--- config.mk ---
export PLATFORM = sky130hd
export DESIGN_NAME = icmp_codec
export DESIGN_NICKNAME = d
export VERILOG_FILES = /design/src/rtl/icmp_pkg.sv /design/src/rtl/icmp_csum_acc.sv /design/src/rtl/icmp_codec.sv
export SDC_FILE = /design/constraint.sdc
export NUM_CORES = 1
export LEC_CHECK = 0
export CAP_MARGIN = 0
export CORE_ASPECT_RATIO = 0.9
export CORE_UTILIZATION = 45
export CTS_CLUSTER_DIAMETER = 40
export DETAILED_ROUTE_END_ITERATION = 8
export HOLD_SLACK_MARGIN = 0.12
export PLACE_DENSITY_LB_ADDON = 0.08
export SYNTH_ARGS = -nofsm -noshare
export SYNTH_HDL_FRONTEND = slang
export SYNTH_SLANG_ARGS = --single-unit
export TNS_END_PERCENT = 100
--- constraint.sdc ---
create_clock -name clock -period 8.25 [get_ports clock]
set_input_delay 1.65 -clock clock [delete_from_list [all_inputs] [get_ports clock]]
set_output_delay 1.65 -clock clock [all_outputs]
set_load 0.005 [all_outputs]
--- src/rtl/icmp_pkg.sv ---
// rtl/icmp_pkg.sv - ICMP codec state encoding, type constants and one's-complement adder
package icmp_pkg;

  typedef enum logic [2:0] {
    ST_IDLE,
    ST_LOAD,
    ST_FOLD,
    ST_EMIT,
    ST_DONE
  } state_e;

  localparam logic [7:0] ICMP_ECHO_REPLY   = 8'd0;
  localparam logic [7:0] ICMP_ECHO_REQUEST = 8'd8;

  // 16-bit one's-complement add: the carry out wraps back into bit 0.
  function automatic logic [15:0] ones_add(input logic [15:0] a, input logic [15:0] b);
    logic [16:0] s;
    s = {1'b0, a} + {1'b0, b};
    return s[15:0] + {15'd0, s[16]};
  endfunction

endpackage

--- src/rtl/icmp_csum_acc.sv ---
// rtl/icmp_csum_acc.sv - Running ICMP checksum: clear, preload, or add both halves of a 32-bit word
module icmp_csum_acc
  import icmp_pkg::*;
(
  input  logic        clock,
  input  logic        hardreset,
  input  logic        clear_i,
  input  logic        load_i,
  input  logic [15:0] load_val_i,
  input  logic        add_i,
  input  logic [31:0] word_i,
  output logic [15:0] sum_o
);

  logic [15:0] sum_q, sum_d;

  always_comb begin
    sum_d = sum_q;
    if (clear_i) begin
      sum_d = '0;
    end else if (load_i) begin
      sum_d = load_val_i;
    end else if (add_i) begin
      sum_d = ones_add(ones_add(sum_q, word_i[31:16]), word_i[15:0]);
    end
  end

  always_ff @(posedge clock) begin
    if (hardreset) begin
      sum_q <= '0;
    end else begin
      sum_q <= sum_d;
    end
  end

  assign sum_o = sum_q;

endmodule

--- src/rtl/icmp_codec.sv ---
// rtl/icmp_codec.sv - ICMP message builder/parser with checksum; ICMP_STATS_EN adds tx/rx/bad counters
module icmp_codec
  import icmp_pkg::*;
#(
  parameter int MAX_WORDS = 16,
  parameter int LEN_W     = $clog2(MAX_WORDS + 1)
) (
  input  logic             clock,
  input  logic             hardreset,
  input  logic             start,
  input  logic             mode,
  input  logic [7:0]       typeoficmpin,
  input  logic [7:0]       codein,
  input  logic [31:0]      restofheaderin,
  input  logic [LEN_W-1:0] payload_len,
  input  logic [31:0]      inputdata,
  input  logic             inputvalid,
  output logic             inputready,
  output logic [31:0]      outputmessage,
  output logic             outputvalid,
  input  logic             outputready,
  output logic             outputlast,
  output logic [7:0]       typeoficmpout,
  output logic [7:0]       codeout,
  output logic [31:0]      restofheaderout,
  output logic             checksum_ok,
  output logic             done,
  output logic             busy
`ifdef ICMP_STATS_EN
  ,
  output logic [15:0]      tx_count,
  output logic [15:0]      rx_count,
  output logic [15:0]      bad_count
`endif
);

  localparam int CNT_W = $clog2(MAX_WORDS + 3);
  localparam int AW    = (MAX_WORDS > 1) ? $clog2(MAX_WORDS) : 1;

  state_e            state_q, state_d;
  logic              mode_q;
  logic [CNT_W-1:0]  len_q, cnt_q, cnt_d;
  logic [15:0]       hdr_q;
  logic [31:0]       rest_q;
  logic [15:0]       csum_q;
  logic [7:0]        type_out_q, code_out_q;
  logic [31:0]       rest_out_q;
  logic              ok_q;
  logic [31:0]       buf_q [MAX_WORDS];

  logic [CNT_W-1:0]  len_sat, need_words, emit_total;
  logic [AW-1:0]     wr_pos, rd_pos;
  logic              in_fire, out_fire, emit_last;
  logic              acc_load, acc_clear;
  logic [15:0]       acc_init, sum;

  assign len_sat    = (payload_len > LEN_W'(MAX_WORDS)) ? CNT_W'(MAX_WORDS) : CNT_W'(payload_len);
  assign need_words = mode_q ? len_q + CNT_W'(2) : len_q;
  assign emit_total = mode_q ? len_q : len_q + CNT_W'(2);
  assign emit_last  = (cnt_q == emit_total - CNT_W'(1));

  // Receive traffic carries two header words ahead of the payload; send output puts them in front.
  assign wr_pos = AW'(mode_q ? cnt_q - CNT_W'(2) : cnt_q);
  assign rd_pos = AW'(mode_q ? cnt_q : cnt_q - CNT_W'(2));

  assign inputready  = (state_q == ST_LOAD) && (cnt_q < need_words);
  assign in_fire     = inputready && inputvalid;
  assign outputvalid = (state_q == ST_EMIT);
  assign out_fire    = outputvalid && outputready;
  assign outputlast  = outputvalid && emit_last;
  assign done        = (state_q == ST_DONE);
  assign busy        = (state_q != ST_IDLE);

  assign acc_init  = mode ? 16'h0000
                          : ones_add(ones_add({typeoficmpin, codein}, restofheaderin[31:16]),
                                     restofheaderin[15:0]);
  assign acc_load  = (state_q == ST_IDLE) && start;
  assign acc_clear = (state_q == ST_DONE);

  icmp_csum_acc u_acc (
    .clock      (clock),
    .hardreset  (hardreset),
    .clear_i    (acc_clear),
    .load_i     (acc_load),
    .load_val_i (acc_init),
    .add_i      (in_fire),
    .word_i     (inputdata),
    .sum_o      (sum)
  );

  always_comb begin
    state_d = state_q;
    cnt_d   = cnt_q;
    case (state_q)
      ST_IDLE: begin
        if (start) begin
          state_d = ST_LOAD;
          cnt_d   = '0;
        end
      end
      ST_LOAD: begin
        if (in_fire) begin
          cnt_d = cnt_q + CNT_W'(1);
          if (cnt_q + CNT_W'(1) == need_words) state_d = ST_FOLD;
        end else if (need_words == '0) begin
          state_d = ST_FOLD;
        end
      end
      ST_FOLD: begin
        cnt_d   = '0;
        state_d = (mode_q && len_q == '0) ? ST_DONE : ST_EMIT;
      end
      ST_EMIT: begin
        if (out_fire) begin
          if (emit_last) state_d = ST_DONE;
          else           cnt_d   = cnt_q + CNT_W'(1);
        end
      end
      ST_DONE: state_d = ST_IDLE;
      default: state_d = ST_IDLE;
    endcase
  end

  always_comb begin
    outputmessage = '0;
    if (state_q == ST_EMIT) begin
      if (mode_q)                outputmessage = buf_q[rd_pos];
      else if (cnt_q == '0)      outputmessage = {hdr_q, csum_q};
      else if (cnt_q == CNT_W'(1)) outputmessage = rest_q;
      else                       outputmessage = buf_q[rd_pos];
    end
  end

  always_ff @(posedge clock) begin
    if (in_fire && (!mode_q || cnt_q >= CNT_W'(2))) begin
      buf_q[wr_pos] <= inputdata;
    end
  end

  always_ff @(posedge clock) begin
    if (hardreset) begin
      state_q    <= ST_IDLE;
      cnt_q      <= '0;
      mode_q     <= 1'b0;
      len_q      <= '0;
      hdr_q      <= '0;
      rest_q     <= '0;
      csum_q     <= '0;
      type_out_q <= '0;
      code_out_q <= '0;
      rest_out_q <= '0;
      ok_q       <= 1'b0;
    end else begin
      state_q <= state_d;
      cnt_q   <= cnt_d;
      if (state_q == ST_IDLE && start) begin
        mode_q <= mode;
        len_q  <= len_sat;
        if (!mode) begin
          hdr_q  <= {typeoficmpin, codein};
          rest_q <= restofheaderin;
        end
      end
      if (in_fire && mode_q) begin
        if (cnt_q == '0)           hdr_q  <= inputdata[31:16];
        else if (cnt_q == CNT_W'(1)) rest_q <= inputdata;
      end
      if (state_q == ST_FOLD) begin
        if (!mode_q) begin
          csum_q <= ~sum;
        end else begin
          ok_q       <= (sum == 16'hFFFF);
          type_out_q <= hdr_q[15:8];
          code_out_q <= hdr_q[7:0];
          rest_out_q <= rest_q;
        end
      end
    end
  end

  assign typeoficmpout   = type_out_q;
  assign codeout         = code_out_q;
  assign restofheaderout = rest_out_q;
  assign checksum_ok     = ok_q;

`ifdef ICMP_STATS_EN
  logic [15:0] tx_q, rx_q, bad_q;

  always_ff @(posedge clock) begin
    if (hardreset) begin
      tx_q  <= '0;
      rx_q  <= '0;
      bad_q <= '0;
    end else if (state_q == ST_DONE) begin
      if (!mode_q) begin
        if (tx_q != 16'hFFFF) tx_q <= tx_q + 16'd1;
      end else begin
        if (rx_q != 16'hFFFF) rx_q <= rx_q + 16'd1;
        if (!ok_q && bad_q != 16'hFFFF) bad_q <= bad_q + 16'd1;
      end
    end
  end

  assign tx_count  = tx_q;
  assign rx_count  = rx_q;
  assign bad_count = bad_q;
`endif

endmodule

==> reports/metrics.json <==
{
  "finish": {
    "comb_area_frac": 0.317,
    "final_area_um2": 38000,
    "final-clk-cell-share": 0.0930,
    "final_core_util": 0.565,
    "numSequentialCells": 655,
    "finalNonFillerCells": 3687,
    "final.clkbuf_count": 114,
    "nNonClkBuffers": 328,
    "finalNetCount": 2906,
    "drive_gt1_frac": 0.181
  },
  "synthesis": {
    "adder_share": 0.0376,
    "enable_flop_cells": 512,
    "share_of_the_yosys_chip_area_belonging_to_registers": 0.593,
    "synthesis.yosys.warnings": 0,
    "synth_xor_xnor_area_share": 0.0335,
    "async_reset_ff_frac": 0,
    "topCellsByArea": "edfxtp_1 (50%), mux4_2 (9.4%), dfxtp_1 (9.3%)",
    "netlist_instances": 2427,
    "synth.cellmix.simpleShare": 0.113,
    "post_synth.cell_area_avg_um2": 12.7,
    "synthDominantCellAreaShare": 0.500,
    "aoi_share": 0.104,
    "post-synth-top-area-cell": "edfxtp_1"
  },
  "floorplan": {
    "floorplan.core_util": 0.457,
    "fp.dieH_um": 250,
    "core.rowCount": 90
  },
  "drt": {
    "drt_pre_antenna_iters": 7,
    "wl_met1_mm": 41.2,
    "route.detailed.wl_per_inst_um": 25.5,
    "route.detailed.vias_per_inst": 5.93
  },
  "sta": {
    "worstMarginPinSlew_ns": 1.13,
    "hold_slack_ns": 0.453,
    "min_period_over_period": 0.937,
    "timing.final.crit_period_ns": 7.73
  },
  "hold_path": {
    "hold_class": "flop to flop"
  },
  "pwr": {
    "p_sw_frac": 0.303,
    "finalPower_mw": 10.7,
    "seq_power_mw": 3.72,
    "clock_power_share": 0.409,
    "power_combinational_mw": 2.61,
    "power-top-group": "clock",
    "cellLeakagePower_nw": 13.0,
    "power_density_nw_per_um2": 282,
    "intPower_mw": 7.47,
    "clk-power_mw": 4.39,
    "netSwitchingPower_mw": 3.25,
    "power_frac_seq": 0.347
  },
  "global_route": {
    "globalRouteTotalUtil": 0.271,
    "grt_pass1_vias": 21600,
    "grt_start_max_net_pins": 134,
    "global_route.overflow_total": 0,
    "top_usage_layer": "met2",
    "grt_pass1_wl_mm": 138
  },
  "clocking": {
    "cts_tree": "done",
    "ctsRootBufferMaster": "clkbuf_16",
    "clock_latency_ns": 0.67,
    "path_clk_slew_ns": 0.05,
    "post-cts-setup-buffers": 0
  },
  "run_status": {
    "run_status": "completed"
  },
  "critical_path": {
    "delay_of_the_slowest_cell_on_the_worst_path_ns": 0.48,
    "cp_top_family": "simple AND/OR/NAND/NOR gates",
    "count_of_buffer_and_inverter_cells_on_the_critical_path": 3,
    "worst_ep_required_time_ns": 8.73,
    "critPathArrivalTime_ns": 8.21
  },
  "job": {
    "openroad.warnings": 36,
    "maxCapViolCount": 0
  },
  "placement": {
    "total_placed_cells_including_tap_cells": 3496,
    "dpl_cell_area_um2": 34500
  }
}
[registers in the layout, indices dropped and copies added (netlist names)]
register	flops
buf_q	512
rest_q	32
restofheaderout	32
csum_q	16
hdr_q	16
u_acc.sum_o	16
codeout	8
typeoficmpout	8
cnt_q	5
len_q	5
state_q	3
checksum_ok	1
mode_q	1
[Yosys cell counts (9+ instances only)]
cell	instances
a211oi_1	58
a21o_1	26
a21oi_1	131
a221oi_1	11
a22oi_1	37
a311oi_1	51
a31oi_1	42
and2_1	39
and3_1	13
buf_1	14
clkbuf_1	110
dfxtp_1	143
edfxtp_1	512
ha_1	86
inv_1	48
mux4_2	128
nand2_1	326
nand2b_1	15
nand3_1	33
nand4_1	10
nor2_1	223
nor2b_1	16
nor3_1	48
o21ai_0	37
or3_1	9
xnor2_1	78
xor2_1	37
[cells by family after synthesis]
group	after synthesis
fa+ha+maj	90
buf+inv	180
flops	655
xor+xnor	116
mux	138
simple gates	779
compound gates	469
[worst paths after layout]
path	from	endpoint	slack (ns)	depth (start not counted)
worst max-delay path	restofheaderin[16]	u_acc.sum_o[15]$_SDFFE_PP0P_	0.52	39
worst max register to register	u_acc.sum_o[0]$_SDFFE_PP0P_	u_acc.sum_o[15]$_SDFFE_PP0P_	1.38	36
worst min-delay path	restofheaderout[7]$_SDFFE_PP0P_	restofheaderout[7]$_SDFFE_PP0P_	0.45	2
worst min register to register	restofheaderout[7]$_SDFFE_PP0P_	restofheaderout[7]$_SDFFE_PP0P_	0.45	2
[worst reg2reg max path, delay by kind of cell, from the launching register on]
kind	cells	cell delay (ns)
AND-OR/OR-AND	14	2.27
XOR/XNOR	1	0.18
adder cells (fa/ha/maj)	6	1.48
buffers and inverters	3	0.30
flip-flops	1	0.52
AND/OR/NAND/NOR	12	2.02
M1 wires:
Scale: 1.5 px per µm. Supply wires on this layer in gray. Cells faint in the background.
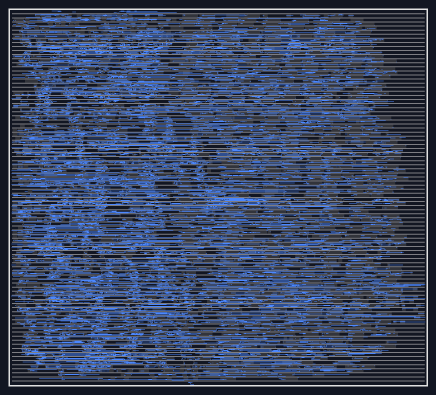
share of all routed wire: 44%
nets with wire on the layer: 2,733
via count: 21,900
fraction of met1 tracks used by global routing: 0.385
total wirelength of the detailed-routed design: 94.1 mm

Met2 routing:
Scale: 1.5 px per µm.
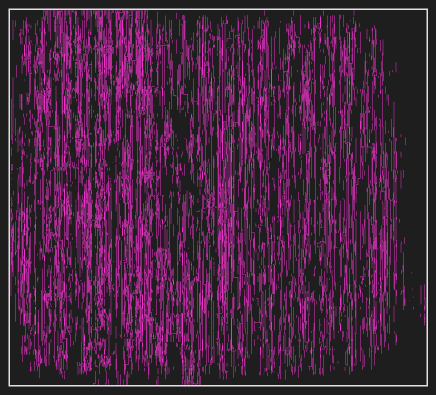
main direction: vertical
nets with wire on the layer: 2,481
share of all routed wire: 46%
GR met2 Demand/Resource: 0.422

Signal wires on met3:
Scale: 2 px per µm. Cells faint in the background.
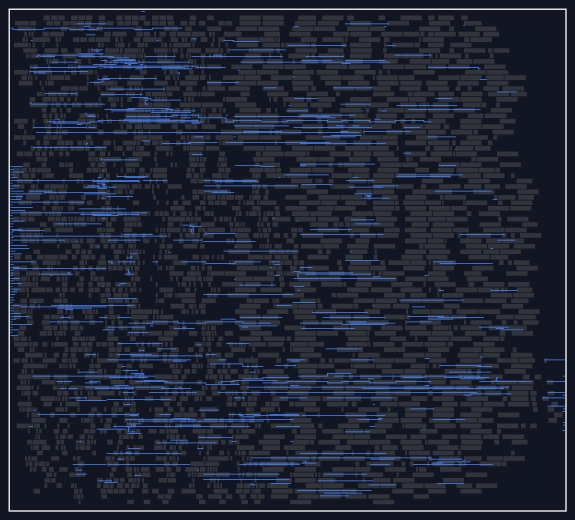
share of all routed wire: 7.9%
wire length on this layer: 7,400 µm
met3 usage in global routing: 0.0533

Power and IR drop assume default switching activity.
